closeup.png
Region (48, 9) to (68, 29) um. Cells in grey, sequential cells in the stronger grey; small squares are vias.
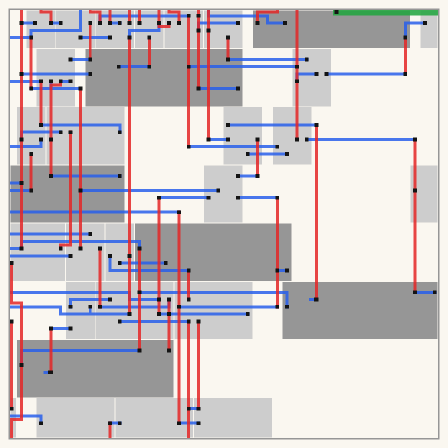
layers.png
Scale: 4 px per um.
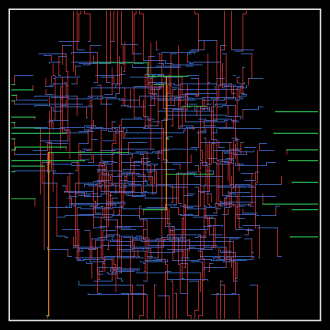
[config.mk]
export PLATFORM = sky130hd
export DESIGN_NAME = sysa_feeder
export DESIGN_NICKNAME = d
export VERILOG_FILES = /design/src/rtl/sysa_pkg.sv /design/src/rtl/sysa_feeder_skew_line.sv /design/src/rtl/sysa_feeder.sv
export SDC_FILE = /design/constraint.sdc
export NUM_CORES = 1
export LEC_CHECK = 0
export CORE_MARGIN = 5
export CORE_UTILIZATION = 48
export CTS_BUF_LIST = sky130_fd_sc_hd__clkbuf_16
export DETAILED_ROUTE_END_ITERATION = 10
export PLACE_DENSITY = 0.8
export SETUP_SLACK_MARGIN = 0.02
export SLEW_MARGIN = 0
export SYNTH_ARGS = -nofsm -noshare
export SYNTH_HDL_FRONTEND = slang
export SYNTH_SLANG_ARGS = --single-unit
[constraint.sdc]
create_clock -name clk -period 2.19 [get_ports clk]
set_clock_uncertainty 0.15 [all_clocks]
set_input_delay 0.438 -clock clk [delete_from_list [all_inputs] [get_ports clk]]
set_output_delay 0.438 -clock clk [all_outputs]
set_load 0.02 [all_outputs]
[src/rtl/sysa_pkg.sv]
// Shared defaults, feeder state encoding and drain length for the systolic array feeder.
package sysa_pkg;
  localparam int N_DEF  = 3;
  localparam int DW_DEF = 8;

  typedef logic [1:0] feed_state_t;
  localparam feed_state_t ST_IDLE   = 2'd0;
  localparam feed_state_t ST_STREAM = 2'd1;
  localparam feed_state_t ST_FLUSH  = 2'd2;

  // Zero vectors needed to push the last wavefront out of an N x N array.
  function automatic int drain_len(input int n);
    return 2 * n;
  endfunction
endpackage

[src/rtl/sysa_feeder_skew_line.sv]
// Enable-gated delay line of DEPTH stages; one per feeder lane.
module skew_line #(
  parameter int DEPTH = 1,
  parameter int W     = 8
) (
  input  logic         clk,
  input  logic         rst,
  input  logic         en,
  input  logic [W-1:0] d,
  output logic [W-1:0] q
);
  logic [DEPTH-1:0][W-1:0] sr;

  always_ff @(posedge clk) begin
    if (rst) begin
      sr <= '0;
    end else if (en) begin
      sr[0] <= d;
      for (int k = 1; k < DEPTH; k++) sr[k] <= sr[k-1];
    end
  end

  assign q = sr[DEPTH-1];
endmodule

[src/rtl/sysa_feeder.sv]
// Input skew feeder: lane i delayed by i array steps, zero drain after the tile's last vector.
// Optional per-lane real-data tag on arr_vld when SYSA_FEED_VLD_EN is defined.
module sysa_feeder
  import sysa_pkg::*;
#(
  parameter int N  = N_DEF,
  parameter int DW = DW_DEF
) (
  input  logic          clk,
  input  logic          rst,
  input  logic          s_valid,
  output logic          s_ready,
  input  logic [DW*N-1:0] s_data,
  input  logic          s_last,
  output logic [DW*N-1:0] arr_in,
  output logic          arr_en,
  output logic          busy,
  output logic          done
`ifdef SYSA_FEED_VLD_EN
  ,
  output logic [N-1:0]  arr_vld
`endif
);
  localparam int DRAIN = drain_len(N);
  localparam int CW    = (DRAIN > 1) ? $clog2(DRAIN) : 1;
`ifdef SYSA_FEED_VLD_EN
  localparam int LW = DW + 1;
`else
  localparam int LW = DW;
`endif

  feed_state_t state;
  logic [CW-1:0] cnt;
  logic acc, adv, flush, cnt_end;

  assign flush   = (state == ST_FLUSH);
  assign s_ready = !flush;
  assign acc     = s_valid & s_ready;
  assign adv     = acc | flush;
  assign arr_en  = adv;
  assign busy    = (state != ST_IDLE);
  assign cnt_end = (cnt == CW'(DRAIN - 1));

  always_ff @(posedge clk) begin
    if (rst) begin
      state <= ST_IDLE;
      cnt   <= '0;
      done  <= 1'b0;
    end else begin
      done <= 1'b0;
      case (state)
        ST_IDLE: begin
          if (acc) begin
            state <= s_last ? ST_FLUSH : ST_STREAM;
            cnt   <= '0;
          end
        end
        ST_STREAM: begin
          if (acc && s_last) begin
            state <= ST_FLUSH;
            cnt   <= '0;
          end
        end
        ST_FLUSH: begin
          if (cnt_end) begin
            state <= ST_IDLE;
            done  <= 1'b1;
          end else begin
            cnt <= cnt + 1'b1;
          end
        end
        default: state <= ST_IDLE;
      endcase
    end
  end

  logic [N-1:0][LW-1:0] lane_d, lane_q;

  for (genvar i = 0; i < N; i++) begin : g_lane
    // Non-accepting advances (flush) inject zeros, tag included.
`ifdef SYSA_FEED_VLD_EN
    assign lane_d[i] = acc ? {1'b1, s_data[DW*i +: DW]} : '0;
    assign arr_vld[i] = lane_q[i][DW];
`else
    assign lane_d[i] = acc ? s_data[DW*i +: DW] : '0;
`endif
    assign arr_in[DW*i +: DW] = lane_q[i][DW-1:0];

    skew_line #(.DEPTH(i + 1), .W(LW)) u_line (
      .clk (clk),
      .rst (rst),
      .en  (adv),
      .d   (lane_d[i]),
      .q   (lane_q[i])
    );
  end
endmodule
==> impl_metrics.py <==
# Physical implementation metrics
metrics = {
    "clock_network": {
        "insertion_delay_ns": 0.28,
        "cts_max_path_buffers": 2,
        "cts_tree": "yes",
        "cts-resized-gates": 1,
        "clockRootBuffer": "sky130_fd_sc_hd__clkbuf_16",
        "cts_max_level": 2,
        "cts-buffers-inserted": 5,
        "postCtsSetupBuffers": 0,
    },
    "synth": {
        "synthSimpleGateAreaFrac_pct": 13.81,
        "synth.logic.top_family": "simple AND/OR/NAND/NOR gates",
        "yosys.area_share.adder_pct": 1.146,
        "yosys_register_bits": 54,
        "yosys_synthesis_warning_count": 0,
        "synth.area.top_cells": "sky130_fd_sc_hd__dfxtp_1, sky130_fd_sc_hd__mux2i_1, sky130_fd_sc_hd__a21oi_1",
        "number_of_unique_standard_cell_types_used_by_synthesis": 28,
    },
    "layout": {
        "insertedDiodeCount": 0,
        "non_clock_buffer_area_share_pct": 21.94,
        "layout.sequential_cells": 54,
        "area_growth_pct": 26.70,
        "combGateArea_sq_um": 860.8,
        "ff_latch_area_sq_um": 1081,
        "utilization_pct": 63.10,
        "n_clock_buffer": 5,
        "inverter_count_of_the_layout_excluding_clock_inverters": 4,
        "final_cell_mix": "sky130_fd_sc_hd__dfxtp_1, sky130_fd_sc_hd__clkdlybuf4s50_1, sky130_fd_sc_hd__a21oi_1",
        "fin_area_sq_um": 2766,
        "comb_share_pct": 31.12,
        "nMultiInputCombCells": 145,
        "final_common_cell": "sky130_fd_sc_hd__dfxtp_1",
        "nonClockBufferCount": 63,
        "final.fill_count": 376,
    },
    "power_and_ir_drop": {
        "clock_net_power_mw": 0.738,
        "power.sequential.total_mw": 1.05,
        "maxPowerGroup": "registers",
        "totalPowerFinal_mw": 2.057,
        "pwr-share-comb_pct": 13.1,
        "peak_ir_drop_on_the_vdd_network_v": 0.0004630,
        "power.share.sequential_pct": 51.0,
        "power.switching_mw": 0.4830,
        "powerDensity_nw_per_um2": 743.6,
        "pg_comb_mw": 0.269,
    },
    "timing": {
        "grt_setup_unrepaired": "false",
        "finalSetupTns_ns": 0,
        "worst_hold_slack_ns": 0.3110,
        "timing_max_transition_violations_final": 0,
        "setup_violations": 0,
        "fmax_ghz": 0.4871,
    },
    "critical_path": {
        "critPathLaunchType": "register",
        "timing.setup.critical_path_class": "register to output pin",
        "cp-startpoint": "state[1]$_SDFFE_PP0P_",
        "critPathMaxFanout": 5,
        "rr_endpoint": "cnt[1]$_SDFFE_PP0P_",
        "arrival_time_worst_endpoint_ns": 1.46,
        "critPathRequiredTime_ns": 1.60,
        "worst-path-stages": 2,
        "endpoint": "busy",
    },
    "worst_hold_path": {
        "min_path_cells": 2,
        "holdCritStartpoint": "g_lane[2].u_line.sr[14]$_SDFFE_PP0P_",
    },
    "routing": {
        "initialDrtViolationCount": 105,
        "top_routing_layer_in_use": "met4",
        "detail-route-antenna-nets": 0,
        "avgRoutedWirePerCell_um": 13.54,
        "routedLengthMet1_um": 2041,
        "wl_um": 4413,
    },
    "die": {
        "floorplan.rows": 24,
        "core-area_sq_um": 4384,
        "core_util_floorplan_pct": 49.80,
        "io-pin-count": 56,
        "die.size.x_um": 77.45,
    },
    "grt": {
        "grt.met2_usage_pct": 24.58,
        "grt_start_max_net_pins": 52,
        "globalRouteMet3Util_pct": 4.398,
        "grt_usage_pct": 14.59,
        "grt_util_met1_pct": 17.16,
    },
    "placed_design": {
        "place.gp.congestion": 0.7794,
        "numPortBuffers": 55,
    },
    "status": {
        "run_status": "finished, final reports clean",
    },
}
Back to the opening pictures, closeup.png:
- red: M2
- blue: M1
- green: M3
- most frequent: dfxtp_1 (6)
- cells with their middle in the window: 28
- sequential cells in the window: 6
- netlist names of flops here include: g_lane.u_line.sr (4), g_lane.u_line.q (2)

Back to the opening pictures, layers.png:
- red: M2 (wire length 2070 um)
- green: M3 (wire length 224 um)
- blue: M1 (wire length 2040 um)
- orange: M4 (wire length 74.1 um)

No activity file was given, so power comes from the tool's default toggle rates.
